**config.mk**
```make
export PLATFORM = sky130hd
export DESIGN_NAME = gigatron_ram_arbiter
export DESIGN_NICKNAME = d
export VERILOG_FILES = /design/src/rtl/gigatron_pkg.sv /design/src/rtl/gigatron_arb_pick.sv /design/src/rtl/gigatron_ram_arbiter.sv
export SDC_FILE = /design/constraint.sdc
export NUM_CORES = 1
export LEC_CHECK = 0
export CAP_MARGIN = 20
export CORE_ASPECT_RATIO = 1.25
export CORE_MARGIN = 2
export CORE_UTILIZATION = 46
export CTS_CLUSTER_DIAMETER = 50
export DETAILED_ROUTE_END_ITERATION = 10
export HOLD_SLACK_MARGIN = 0.12
export PLACE_DENSITY = 0.85
export SETUP_SLACK_MARGIN = 0.4
export SLEW_MARGIN = 25
export SYNTH_ARGS = -nofsm -noshare
export SYNTH_HDL_FRONTEND = slang
export SYNTH_SLANG_ARGS = --single-unit
```
**constraint.sdc**
```tcl
create_clock -name i_Clk -period 4.8 [get_ports i_Clk]
set_input_delay 1.44 -clock i_Clk [delete_from_list [all_inputs] [get_ports i_Clk]]
set_output_delay 1.44 -clock i_Clk [all_outputs]
set_load 0.01 [all_outputs]
```
**src/rtl/gigatron_pkg.sv**
```systemverilog
// ---------------------------------------------------------------------------
// gigatron_pkg
// Shared definitions for the Gigatron RAM arbiter:
//   - default RAM geometry (32K x 8)
//   - owner-state encoding, also used as the winner code of the pick logic
// No ports (package).
// ---------------------------------------------------------------------------
package gigatron_pkg;

  localparam int RAM_ADDR_WIDTH = 15;
  localparam int RAM_DATA_WIDTH = 8;

  // OWN_IDLE doubles as "no winner" when the pick logic sees no request.
  typedef enum logic [1:0] {
    OWN_IDLE = 2'd0,
    OWN_VID  = 2'd1,
    OWN_CPU  = 2'd2
  } owner_t;

endpackage

```
**src/rtl/gigatron_arb_pick.sv**
```systemverilog
// ---------------------------------------------------------------------------
// gigatron_arb_pick
// Combinational winner selector for the shared RAM port.
// Video wins by default; the CPU wins a contended cycle only when the
// video run counter has reached its limit.
// Ports:
//   i_Cpu_Req   CPU request (already gated by reset in the parent)
//   i_Vid_Req   video request (already gated by reset in the parent)
//   i_At_Limit  run counter equals the maximum video run
//   o_Winner    OWN_VID / OWN_CPU, or OWN_IDLE when nobody requests
// ---------------------------------------------------------------------------
module gigatron_arb_pick
  import gigatron_pkg::*;
(
  input  logic   i_Cpu_Req,
  input  logic   i_Vid_Req,
  input  logic   i_At_Limit,
  output owner_t o_Winner
);

  always_comb begin
    o_Winner = OWN_IDLE;
    if (i_Vid_Req && (!i_Cpu_Req || !i_At_Limit)) begin
      o_Winner = OWN_VID;
    end else if (i_Cpu_Req) begin
      o_Winner = OWN_CPU;
    end
  end

endmodule

```
**src/rtl/gigatron_ram_arbiter.sv**
```systemverilog
// ---------------------------------------------------------------------------
// gigatron_ram_arbiter
// Shares one single-port synchronous RAM between the Gigatron CPU and the
// VGA scanout fetcher. Video has priority; after MAX_VIDEO_RUN consecutive
// video grants against a pending CPU request the CPU gets one cycle.
//
// Ports:
//   i_Clk, i_Reset                  clock, synchronous active-high reset
//   i_Cpu_Req/We/Addr/WData         CPU request (held until o_Cpu_Gnt)
//   o_Cpu_Gnt                       combinational grant
//   o_Cpu_Valid/o_Cpu_RData         read data, 2 cycles after grant
//   i_Vid_Req/i_Vid_Addr            video read request (held until o_Vid_Gnt)
//   o_Vid_Gnt                       combinational grant
//   o_Vid_Valid/o_Vid_RData         read data, 2 cycles after grant
//   o_Ram_Addr/WData/We             registered RAM command
//   i_Ram_RData                     RAM data, valid the cycle after the
//                                   address register is loaded
// Optional (macro ARB_STATS_EN):
//   o_Cpu_Stall_Count               saturating count of CPU stall cycles
//   o_Max_Wait                      longest consecutive CPU stall seen
// ---------------------------------------------------------------------------
module gigatron_ram_arbiter
  import gigatron_pkg::*;
#(
  parameter int ADDR_WIDTH    = RAM_ADDR_WIDTH,
  parameter int DATA_WIDTH    = RAM_DATA_WIDTH,
  parameter int MAX_VIDEO_RUN = 4
) (
  input  logic                  i_Clk,
  input  logic                  i_Reset,
  input  logic                  i_Cpu_Req,
  input  logic                  i_Cpu_We,
  input  logic [ADDR_WIDTH-1:0] i_Cpu_Addr,
  input  logic [DATA_WIDTH-1:0] i_Cpu_WData,
  output logic                  o_Cpu_Gnt,
  output logic                  o_Cpu_Valid,
  output logic [DATA_WIDTH-1:0] o_Cpu_RData,
  input  logic                  i_Vid_Req,
  input  logic [ADDR_WIDTH-1:0] i_Vid_Addr,
  output logic                  o_Vid_Gnt,
  output logic                  o_Vid_Valid,
  output logic [DATA_WIDTH-1:0] o_Vid_RData,
  output logic [ADDR_WIDTH-1:0] o_Ram_Addr,
  output logic [DATA_WIDTH-1:0] o_Ram_WData,
  output logic                  o_Ram_We,
  input  logic [DATA_WIDTH-1:0] i_Ram_RData
`ifdef ARB_STATS_EN
  ,
  output logic [15:0]           o_Cpu_Stall_Count,
  output logic [3:0]            o_Max_Wait
`endif
);

  localparam logic [3:0] RUN_MAX = 4'(MAX_VIDEO_RUN);

  // Owner FSM and run counter
  owner_t     r_state;
  owner_t     w_state_next;
  logic [3:0] r_run_cnt;
  logic [3:0] w_run_next;

  // Winner selection
  logic   w_cpu_req;
  logic   w_vid_req;
  logic   w_at_limit;
  owner_t w_winner;
  logic   w_cpu_win;
  logic   w_vid_win;

  // Pipeline
  logic [ADDR_WIDTH-1:0] r_ram_addr;
  logic [DATA_WIDTH-1:0] r_ram_wdata;
  logic                  r_ram_we;
  logic                  r_cpu_rd_p1;
  logic                  r_vid_rd_p1;
  logic                  r_cpu_valid;
  logic                  r_vid_valid;
  logic [DATA_WIDTH-1:0] r_cpu_rdata;
  logic [DATA_WIDTH-1:0] r_vid_rdata;

  // Requests seen during reset are masked so nothing is granted until the
  // first cycle after release.
  assign w_cpu_req  = i_Cpu_Req & ~i_Reset;
  assign w_vid_req  = i_Vid_Req & ~i_Reset;
  assign w_at_limit = (r_run_cnt == RUN_MAX);

  gigatron_arb_pick u_pick (
    .i_Cpu_Req  (w_cpu_req),
    .i_Vid_Req  (w_vid_req),
    .i_At_Limit (w_at_limit),
    .o_Winner   (w_winner)
  );

  assign w_cpu_win = (w_winner == OWN_CPU);
  assign w_vid_win = (w_winner == OWN_VID);
  assign o_Cpu_Gnt = w_cpu_win;
  assign o_Vid_Gnt = w_vid_win;

  // ---------------------------------------------------------------------
  // Owner FSM: records the last winner; IDLE on any cycle without requests.
  // ---------------------------------------------------------------------
  always_comb begin
    w_state_next = w_winner;
    w_run_next   = r_run_cnt;
    if (!w_cpu_req || w_cpu_win) begin
      w_run_next = '0;
    end else if (w_vid_win) begin
      // Coming from IDLE or CPU ownership the run always restarts at one.
      if (r_state != OWN_VID) begin
        w_run_next = 4'd1;
      end else if (r_run_cnt != RUN_MAX) begin
        w_run_next = r_run_cnt + 4'd1;
      end
    end
  end

  always_ff @(posedge i_Clk) begin
    if (i_Reset) begin
      r_state   <= OWN_IDLE;
      r_run_cnt <= '0;
    end else begin
      r_state   <= w_state_next;
      r_run_cnt <= w_run_next;
    end
  end

  // ---------------------------------------------------------------------
  // Issue stage (address register) and return stage (data + valid).
  // Reset flushes both stages so in-flight reads never report valid.
  // ---------------------------------------------------------------------
  always_ff @(posedge i_Clk) begin
    if (i_Reset) begin
      r_ram_addr  <= '0;
      r_ram_wdata <= '0;
      r_ram_we    <= 1'b0;
      r_cpu_rd_p1 <= 1'b0;
      r_vid_rd_p1 <= 1'b0;
      r_cpu_valid <= 1'b0;
      r_vid_valid <= 1'b0;
      r_cpu_rdata <= '0;
      r_vid_rdata <= '0;
    end else begin
      r_ram_we    <= w_cpu_win & i_Cpu_We;
      r_cpu_rd_p1 <= w_cpu_win & ~i_Cpu_We;
      r_vid_rd_p1 <= w_vid_win;
      if (w_cpu_win) begin
        r_ram_addr  <= i_Cpu_Addr;
        r_ram_wdata <= i_Cpu_WData;
      end else if (w_vid_win) begin
        r_ram_addr  <= i_Vid_Addr;
      end
      r_cpu_valid <= r_cpu_rd_p1;
      r_vid_valid <= r_vid_rd_p1;
      if (r_cpu_rd_p1) begin
        r_cpu_rdata <= i_Ram_RData;
      end
      if (r_vid_rd_p1) begin
        r_vid_rdata <= i_Ram_RData;
      end
    end
  end

  assign o_Ram_Addr  = r_ram_addr;
  assign o_Ram_WData = r_ram_wdata;
  assign o_Ram_We    = r_ram_we;
  assign o_Cpu_Valid = r_cpu_valid;
  assign o_Cpu_RData = r_cpu_rdata;
  assign o_Vid_Valid = r_vid_valid;
  assign o_Vid_RData = r_vid_rdata;

`ifdef ARB_STATS_EN
  // ---------------------------------------------------------------------
  // Debug statistics for the LED / 7-segment display.
  // ---------------------------------------------------------------------
  logic [15:0] r_stall_cnt;
  logic [3:0]  r_wait_cnt;
  logic [3:0]  r_max_wait;
  logic [3:0]  w_wait_inc;
  logic        w_cpu_stall;

  assign w_cpu_stall = w_cpu_req & ~w_cpu_win;
  assign w_wait_inc  = r_wait_cnt + 4'd1;

  always_ff @(posedge i_Clk) begin
    if (i_Reset) begin
      r_stall_cnt <= '0;
      r_wait_cnt  <= '0;
      r_max_wait  <= '0;
    end else if (w_cpu_stall) begin
      if (r_stall_cnt != 16'hFFFF) begin
        r_stall_cnt <= r_stall_cnt + 16'd1;
      end
      if (r_wait_cnt != 4'hF) begin
        r_wait_cnt <= w_wait_inc;
        if (w_wait_inc > r_max_wait) begin
          r_max_wait <= w_wait_inc;
        end
      end
    end else begin
      r_wait_cnt <= '0;
    end
  end

  assign o_Cpu_Stall_Count = r_stall_cnt;
  assign o_Max_Wait        = r_max_wait;
`endif

endmodule
```
### Metal 3

(4 px per micron) Cells faint in the background.
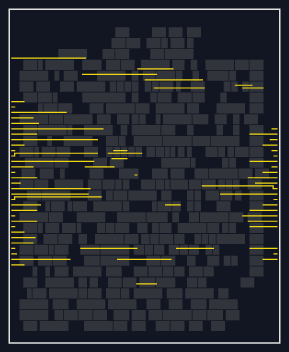
The longest straight run is 22.8 microns. The layer carries 521 microns of wire.

### Sizing map

(3 px per micron)
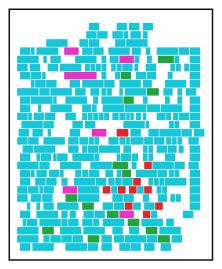
Green stands for _2 cells, cells 14, share 4.3%. Magenta stands for _6 and larger, cells 6, share 1.8%. Red stands for _3 and _4 cells, cells 10, share 3.1%. Cyan stands for _0 and _1 cells, cells 297, share 91%.
non-clock buffer count: 102
synthesis-to-finish area growth: 45.41%
design area: 3346 sq um
worst setup margin: 546.6 ps

### Clock wiring as the flow saved it

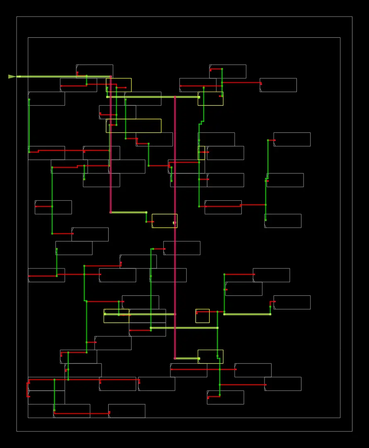
# clk buffers: 6
clk latency late pin: 310 ps
Seq cells: 50
clk_skew: 6.720 ps
Clock Sink Count: 50

==> run notes <==
impl run done, here's what came out: grt met1 use 0.2427, top cells by count dfxtp_1, mux2i_1, nor3_1, o21ai_0, nor2_1, hold_buf cts 0, Cell Pwr Density 272.6 nW/um^2, first-pass iteration count of the detailed router 4, I/O pin count 95, Largest register FFs 15, most used cell, CP clkdlybuf4s50_1, pin count of the biggest net entering global routing 33, Tmin final 4253 ps, Max Fclk 0.2351 GHz, clk buf depth 2, GP Congestion 0.7020, fraction of final layout cells sized beyond drive strength 1 0.09174, Adder Area Share 0.01088, floorplan core density 0.4829, number of stages on the worst hold path 1, fin util 0.7022, Clk power 0.000298 W, layer with the highest usage met2, Reg2Reg Depth 6, status complete, no violations, Post-synth ARST share 0, Inverters 3, Internal 0.0006929 W, Avg Cell Area, Syn 9.668 sq um, Via density 5.429, Tap Cells 60, Post-synth EDFFs 0, register share after synthesis 0.4350, Clock Power Share 0.327, TritonCTS Buffers 5, Post-Route M1 WL 2263 microns, met2 usage 0.3798, Worst setup EP type output port, area leader, netlist dfxtp_1, Seq pwr share 0.491, routed len/inst 14.91 microns, Synth logic family simple AND/OR/NAND/NOR gates, Worst Setup EP o_Cpu_Gnt, Commonest flop dfxtp_1, multi-input gate share of total cell area 0.3429, Starting DRT DRC Count 71, dominant logic cell types in the final layout clkdlybuf4s50_1, dfxtp_1, mux2i_1, Post-Syn Instances 238, Nets 379, Post-synth regs 50, Post-DRT Antenna Nets 0, XOR-XNOR Cells, Area Fraction 0.003806, Commonest Layout Cell clkdlybuf4s50_1, Resize count post-CTS 0, Slew HR 0.5286, Buf+Inv Stages, Crit Path 2, number of global-route vias before repair 2064, initial antenna violation count 0, CP required 3360 ps, DR vias 2101, flop share of the area 0.2992, hold slack 498.4 ps, Hold Vio Cnt, Final 0, Post-Syn Area 2301 sq um, # Post-CTS Setup Buffers 0, Sw Ratio 0.2403, Inst Count DP 379
Power figures rest on the tool's default switching activity, not on a simulated workload.
